## src/rtl/pwm_duty_capture.sv

```systemverilog
// pwm_duty_capture: measures an incoming PWM waveform and reports its period
// in clk cycles and its duty cycle as an 8-bit code floor(256*high/period),
// saturated to 255. A missing rising edge for TIMEOUT cycles flags the input
// as stuck and reports the static level as duty 0 or 255.
module pwm_duty_capture #(
  parameter int CNT_W   = 32,
  parameter int TIMEOUT = 100000000
) (
  input  logic             clk,
  input  logic             rst,
  input  logic             pwm_in,
  output logic [7:0]       duty_o,
  output logic             duty_valid,
  output logic [CNT_W-1:0] period_o,
  output logic             stuck,
  output logic             overrun
);

  localparam logic [CNT_W-1:0] CNT_MAX = '1;
  localparam logic [CNT_W-1:0] TMO     = CNT_W'(TIMEOUT);
  localparam logic [3:0]       LAST_STEP = 4'd9;

  typedef enum logic [1:0] {
    IDLE,
    ARMED,
    DIVIDE,
    STUCK
  } state_t;

  state_t           state;

  logic             s1;
  logic             s2;
  logic             s2_q;
  logic             rise_det;

  logic [CNT_W-1:0] period_cnt;
  logic [CNT_W-1:0] high_cnt;
  logic             timeout_hit;

  // Divider working registers
  logic [CNT_W-1:0] snap_p;
  logic [CNT_W-1:0] rem;
  logic             h_lsb;
  logic [8:0]       quo;
  logic [3:0]       step;

  logic [CNT_W:0]   trial;
  logic [CNT_W:0]   diff;
  logic             fits;
  logic [CNT_W-1:0] rem_next;

  assign rise_det    = s2 & ~s2_q;
  assign timeout_hit = (period_cnt == TMO);

  // Two-flop synchroniser plus one delay stage for edge detection
  always_ff @(posedge clk) begin
    if (rst) begin
      s1   <= 1'b0;
      s2   <= 1'b0;
      s2_q <= 1'b0;
    end else begin
      s1   <= pwm_in;
      s2   <= s1;
      s2_q <= s2;
    end
  end

  // Free-running period and high-time counters, restarted on every rising edge
  always_ff @(posedge clk) begin
    if (rst) begin
      period_cnt <= '0;
      high_cnt   <= '0;
    end else if (rise_det) begin
      period_cnt <= CNT_W'(1);
      high_cnt   <= CNT_W'(1);
    end else begin
      if (period_cnt != CNT_MAX) begin
        period_cnt <= period_cnt + CNT_W'(1);
      end
      if (s2 && (high_cnt != CNT_MAX)) begin
        high_cnt <= high_cnt + CNT_W'(1);
      end
    end
  end

  // One restoring-division step. The remainder is preloaded with H>>1 and the
  // first step shifts in H[0], so step 0 tests H>=P (quotient bit 8) and the
  // next eight steps shift in the zero low byte of {H,8'b0}.
  always_comb begin
    trial    = {rem, ((step == 4'd0) ? h_lsb : 1'b0)};
    diff     = trial - {1'b0, snap_p};
    fits     = (trial >= {1'b0, snap_p});
    rem_next = fits ? diff[CNT_W-1:0] : trial[CNT_W-1:0];
  end

  // A rising edge seen while the divider is busy is dropped and flagged at once
  always_comb begin
    overrun = (state == DIVIDE) && rise_det && !timeout_hit;
  end

  // Measurement FSM: arms on the first edge, snapshots on each later edge,
  // runs the divider and publishes results; timeout overrides all non-stuck states
  always_ff @(posedge clk) begin
    if (rst) begin
      state      <= IDLE;
      duty_o     <= '0;
      duty_valid <= 1'b0;
      period_o   <= '0;
      stuck      <= 1'b0;
      snap_p     <= '0;
      rem        <= '0;
      h_lsb      <= 1'b0;
      quo        <= '0;
      step       <= '0;
    end else begin
      duty_valid <= 1'b0;
      if (timeout_hit && (state != STUCK)) begin
        duty_o     <= s2 ? 8'hFF : 8'h00;
        period_o   <= '0;
        duty_valid <= 1'b1;
        stuck      <= 1'b1;
        state      <= STUCK;
      end else begin
        case (state)
          IDLE: begin
            if (rise_det) begin
              state <= ARMED;
            end
          end
          ARMED: begin
            if (rise_det) begin
              snap_p <= period_cnt;
              rem    <= high_cnt >> 1;
              h_lsb  <= high_cnt[0];
              quo    <= '0;
              step   <= '0;
              state  <= DIVIDE;
            end
          end
          DIVIDE: begin
            if (step == LAST_STEP) begin
              duty_o     <= quo[8] ? 8'hFF : quo[7:0];
              period_o   <= snap_p;
              duty_valid <= 1'b1;
              state      <= ARMED;
            end else begin
              rem  <= rem_next;
              quo  <= {quo[7:0], fits};
              step <= step + 4'd1;
            end
          end
          STUCK: begin
            if (rise_det) begin
              stuck <= 1'b0;
              state <= ARMED;
            end
          end
          default: state <= IDLE;
        endcase
      end
    end
  end

endmodule

```

## config.mk

```make
export PLATFORM = sky130hd
export DESIGN_NAME = pwm_duty_capture
export DESIGN_NICKNAME = d
export VERILOG_FILES = /design/src/rtl/pwm_duty_capture.sv
export SDC_FILE = /design/constraint.sdc
export NUM_CORES = 1
export LEC_CHECK = 0
export ABC_AREA = 1
export CAP_MARGIN = 30
export CORE_MARGIN = 3
export CORE_UTILIZATION = 55
export CTS_BUF_LIST = sky130_fd_sc_hd__clkbuf_4
export CTS_CLUSTER_DIAMETER = 80
export DETAILED_ROUTE_END_ITERATION = 8
export PLACE_DENSITY_LB_ADDON = 0.08
export SLEW_MARGIN = 20
export SYNTH_ARGS = -nofsm -noshare
export SYNTH_HDL_FRONTEND = slang
export SYNTH_SLANG_ARGS = --single-unit
```

## constraint.sdc

```tcl
create_clock -name clk -period 6.9 [get_ports clk]
set_input_delay 0.69 -clock clk [delete_from_list [all_inputs] [get_ports clk]]
set_output_delay 0.69 -clock clk [all_outputs]
set_load 0.05 [all_outputs]
```

Figure 1. Power grid.
The bar under the picture is 50 µm long. Pins as bars on the die edge.
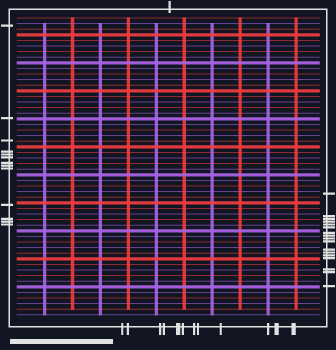
Key: VSS = purple; VDD = red
The core has 53 rows. 10 straps on met4. 54 met1 rails follow the rows. 46 signal pins sit on the boundary.
Peak VDD IR: 0.1371 mV
Die Wd: 153.5 µm
die y size: 153.5 µm
CORE AREA: 21220 µm²

Figure 2. Cell classes on the final placement.
Fill, decap, tap and diode cells in grey.
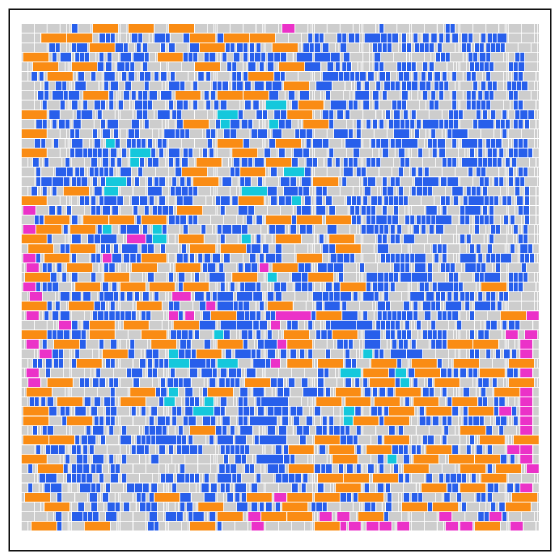
Key: clock drivers and dummy loads = cyan [cells 32, share of their area 2.7%]; remaining logic cells = blue [cells 1635, share of their area 62%]; remaining buffers and delay cells = magenta [cells 56, share of their area 4.5%]; registers = orange [cells 189, share of their area 30%]
design area: 12840 µm²
fraction of area in registers: 29.46%
Core Util, Final: 60.51%
row count: 53

Figure 3. Clock distribution.
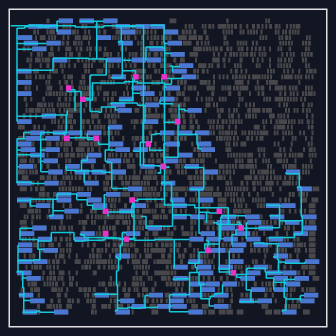
Key: clock wires = cyan [length 2280 µm]; clock-net drivers = magenta [count 17]; flip-flops = blue [count 189]
There are 18 routed clock nets.
Clock Skews: 0.03802 ns
part of the power in the clock network: 32.4%
Latency at later pin: 0.63 ns
Clock group: 0.000690 W

Figure 4. Signal wires by layer.
The bar under the picture is 50 µm long. Only two layers are drawn.
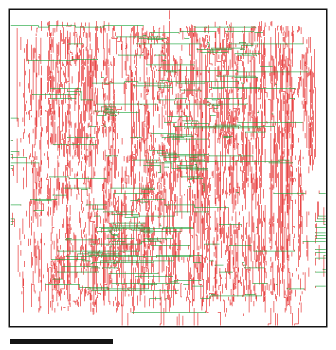
Key: M2 = red [wire length 15500 µm]; M3 = green [wire length 2870 µm]
via count: 12046
wire per inst: 16.97 µm
Total Wirelength: 37120 µm
GRT Total Usage: 31.11%

Figure 5. Clock routing.
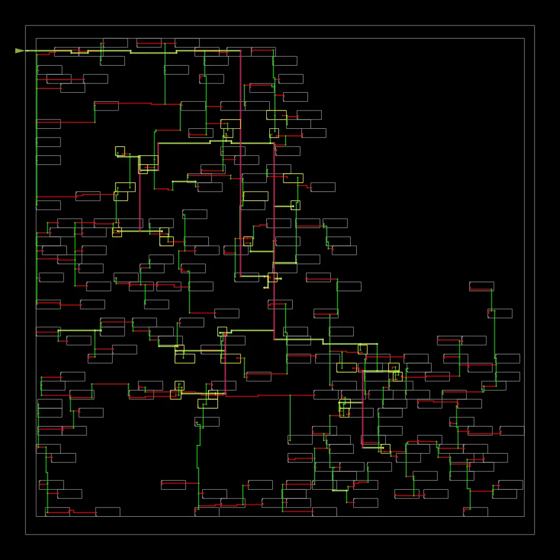
flop count: 189
Layout clock buffers: 17
cts bufs inserted: 17
clk sink count: 189

critical path, cell delays in order (launching register included):
cell and delay [ns]:
dfxtp_1 0.42, nand2_1 0.24, inv_1 0.08, nand4_1 0.11, nor2_1 0.07, a211oi_1 0.35
clkdlybuf4s50_1 0.90
stage by stage:
stage | worst slack, ns | cell area, µm² | hold slack (ns) | utilization [%]
after detailed placement | 3.179 | 12470 | 0.4017 | 58.76
after CTS | 3.136 | 12810 | 0.4235 | 60.37
after floorplan | 4.282 | 11960 | 0.3883 | -
final | 3.401 | 12840 | 0.4223 | 60.51
after global placement | 3.281 | 12440 | 0.4014 | 58.61
after global routing | 3.270 | 12840 | 0.4396 | 60.51
==> results.yml <==
# implementation run metrics
clock_tree:
  cts_resized: 0
  cts_setup_buffers: 0
  cts_tree: "done"
  htree_levels: 4
  path_clk_slew_ns: 0.22
  cts_buffer_depth: 2
  holdBufCountCts: 0
  cts_root_buffer: "clkbuf_4"
power_and_ir_drop:
  power_leader: "sequential cells"
  comb_cell_power_w: 0.000324
  power_density_nw_per_um2: 165.7
  power_switching_w: 0.0007475
  powerSeq_w: 0.00111
  swShare_pct: 35.14
  p_total_w: 0.002127
  p_leak_nw: 5.525
  p_int_w: 0.001380
  p_comb_share_pct: 15.2
timing:
  min_period_ns: 3.499
  period_used_pct: 50.71
  fin_tns_setup_ns: 0
  rsz0062_at_grt: "false"
  tightestPinTransition_ns: 0.9202
  final_hold_viol_count: 0
  drv_slew: 0
  max_freq_mhz: 285.8
cells_and_area:
  n_fill_cell: 2149
  lay_top_count: "nand2_1"
  nets: 1945
  inv_count: 271
  sh_comb_area_pct: 52.86
  n_antenna_cell: 1
  logic_area_um2: 6788
  stdcell_count: 2188
  seq_area_um2: 3784
  layout_top_cells: "587 x nand2_1, 263 x inv_1, 189 x dfxtp_1"
  logic_gates: 1364
  clock_area_share_pct: 2.670
  drive_gt1_share_pct: 4.184
  area_growth_pct: 7.343
  buffer_area_share_pct: 4.385
  dominant_cells: "combinational gates"
global_routing:
  grtUsageMet1_pct: 46.76
  met2_usage_pct: 46.25
  grt.busiest_layer: "met1"
  use_met3_pct: 4.841
  antenna_found_initial: 1
  grt_first_pass_wirelength_um: 59150
  grt.overflow.total: 0
  grt_pass1_vias: 10888
synthesis:
  synth.area.top_cells: "dfxtp_1 32%, nand2_1 18%, inv_1 8.3%, a21oi_1 7.9%, nand3_1 5.4%"
  ys_sh_mux_pct: 0
  top_area_cell: "dfxtp_1"
  ys_types: 47
  synth_top_area_share_pct: 31.63
  ys.flop_type: "dfxtp_1"
  common_cells: "587 x nand2_1, 264 x inv_1, 189 x dfxtp_1"
  synthesis.area_um2: 11960
  ys_warn_count: 0
  synthTopLogicFamily: "simple AND/OR/NAND/NOR gates"
  edf_count: 0
  synthAoiAreaFrac_pct: 10.71
  async_reset_ff_share_pct: 0
  syn_nets: 1938
  syn_inst: 1892
  post_synth_and_or_nand_nor_area_fraction_pct: 37.52
  yosys_register_bits: 189
  syn_avg_cell_area_um2: 6.323
  seq_area_frac_synth_pct: 31.63
  yosysMostFrequentCell: "nand2_1"
  xor_share_pct: 3.954
  yosysChipArea_um2: 11960
worst_setup_path:
  r2r_start: "step[1]$_SDFFE_PP0P_"
  crit_path_end_kind: "output port"
  critPathLaunchType: "flop"
  critPathCapture: "overrun"
  path_class: "flop to output port"
  cp.arrival_ns: 2.81
  worst_ep_required_time_ns: 6.21
  reg2reg_slack_ns: 3.59
  crit_start: "period_cnt[14]$_SDFFE_PP0P_"
  reg2reg_depth: 15
drt:
  drc: 0
  viasPerCell: 5.505
  first_iter_violations: 1265
  ant_nets: 0
  maxUsedRoutingLayer: "met4"
  firstDrtPassIters: 6
  wl_met1_um: 17690
worst_hold_path:
  min_from: "s1$_SDFF_PP0_"
  hold_path_class: "flop to flop"
  hold_end: "s2$_SDFF_PP0_"
placed_design:
  dp_hpwl_um: 28810
  gp_congestion: 0.9683
  place_inst: 2154
die:
  fp_util_pct: 56.37
  n_tap_cell: 275
  die-area_um2: 23560
  io_pins: 46
status:
  status: "complete, no violations"
flow_run:
  warnings: 32
No activity file was given, so power comes from the tool's default toggle rates.
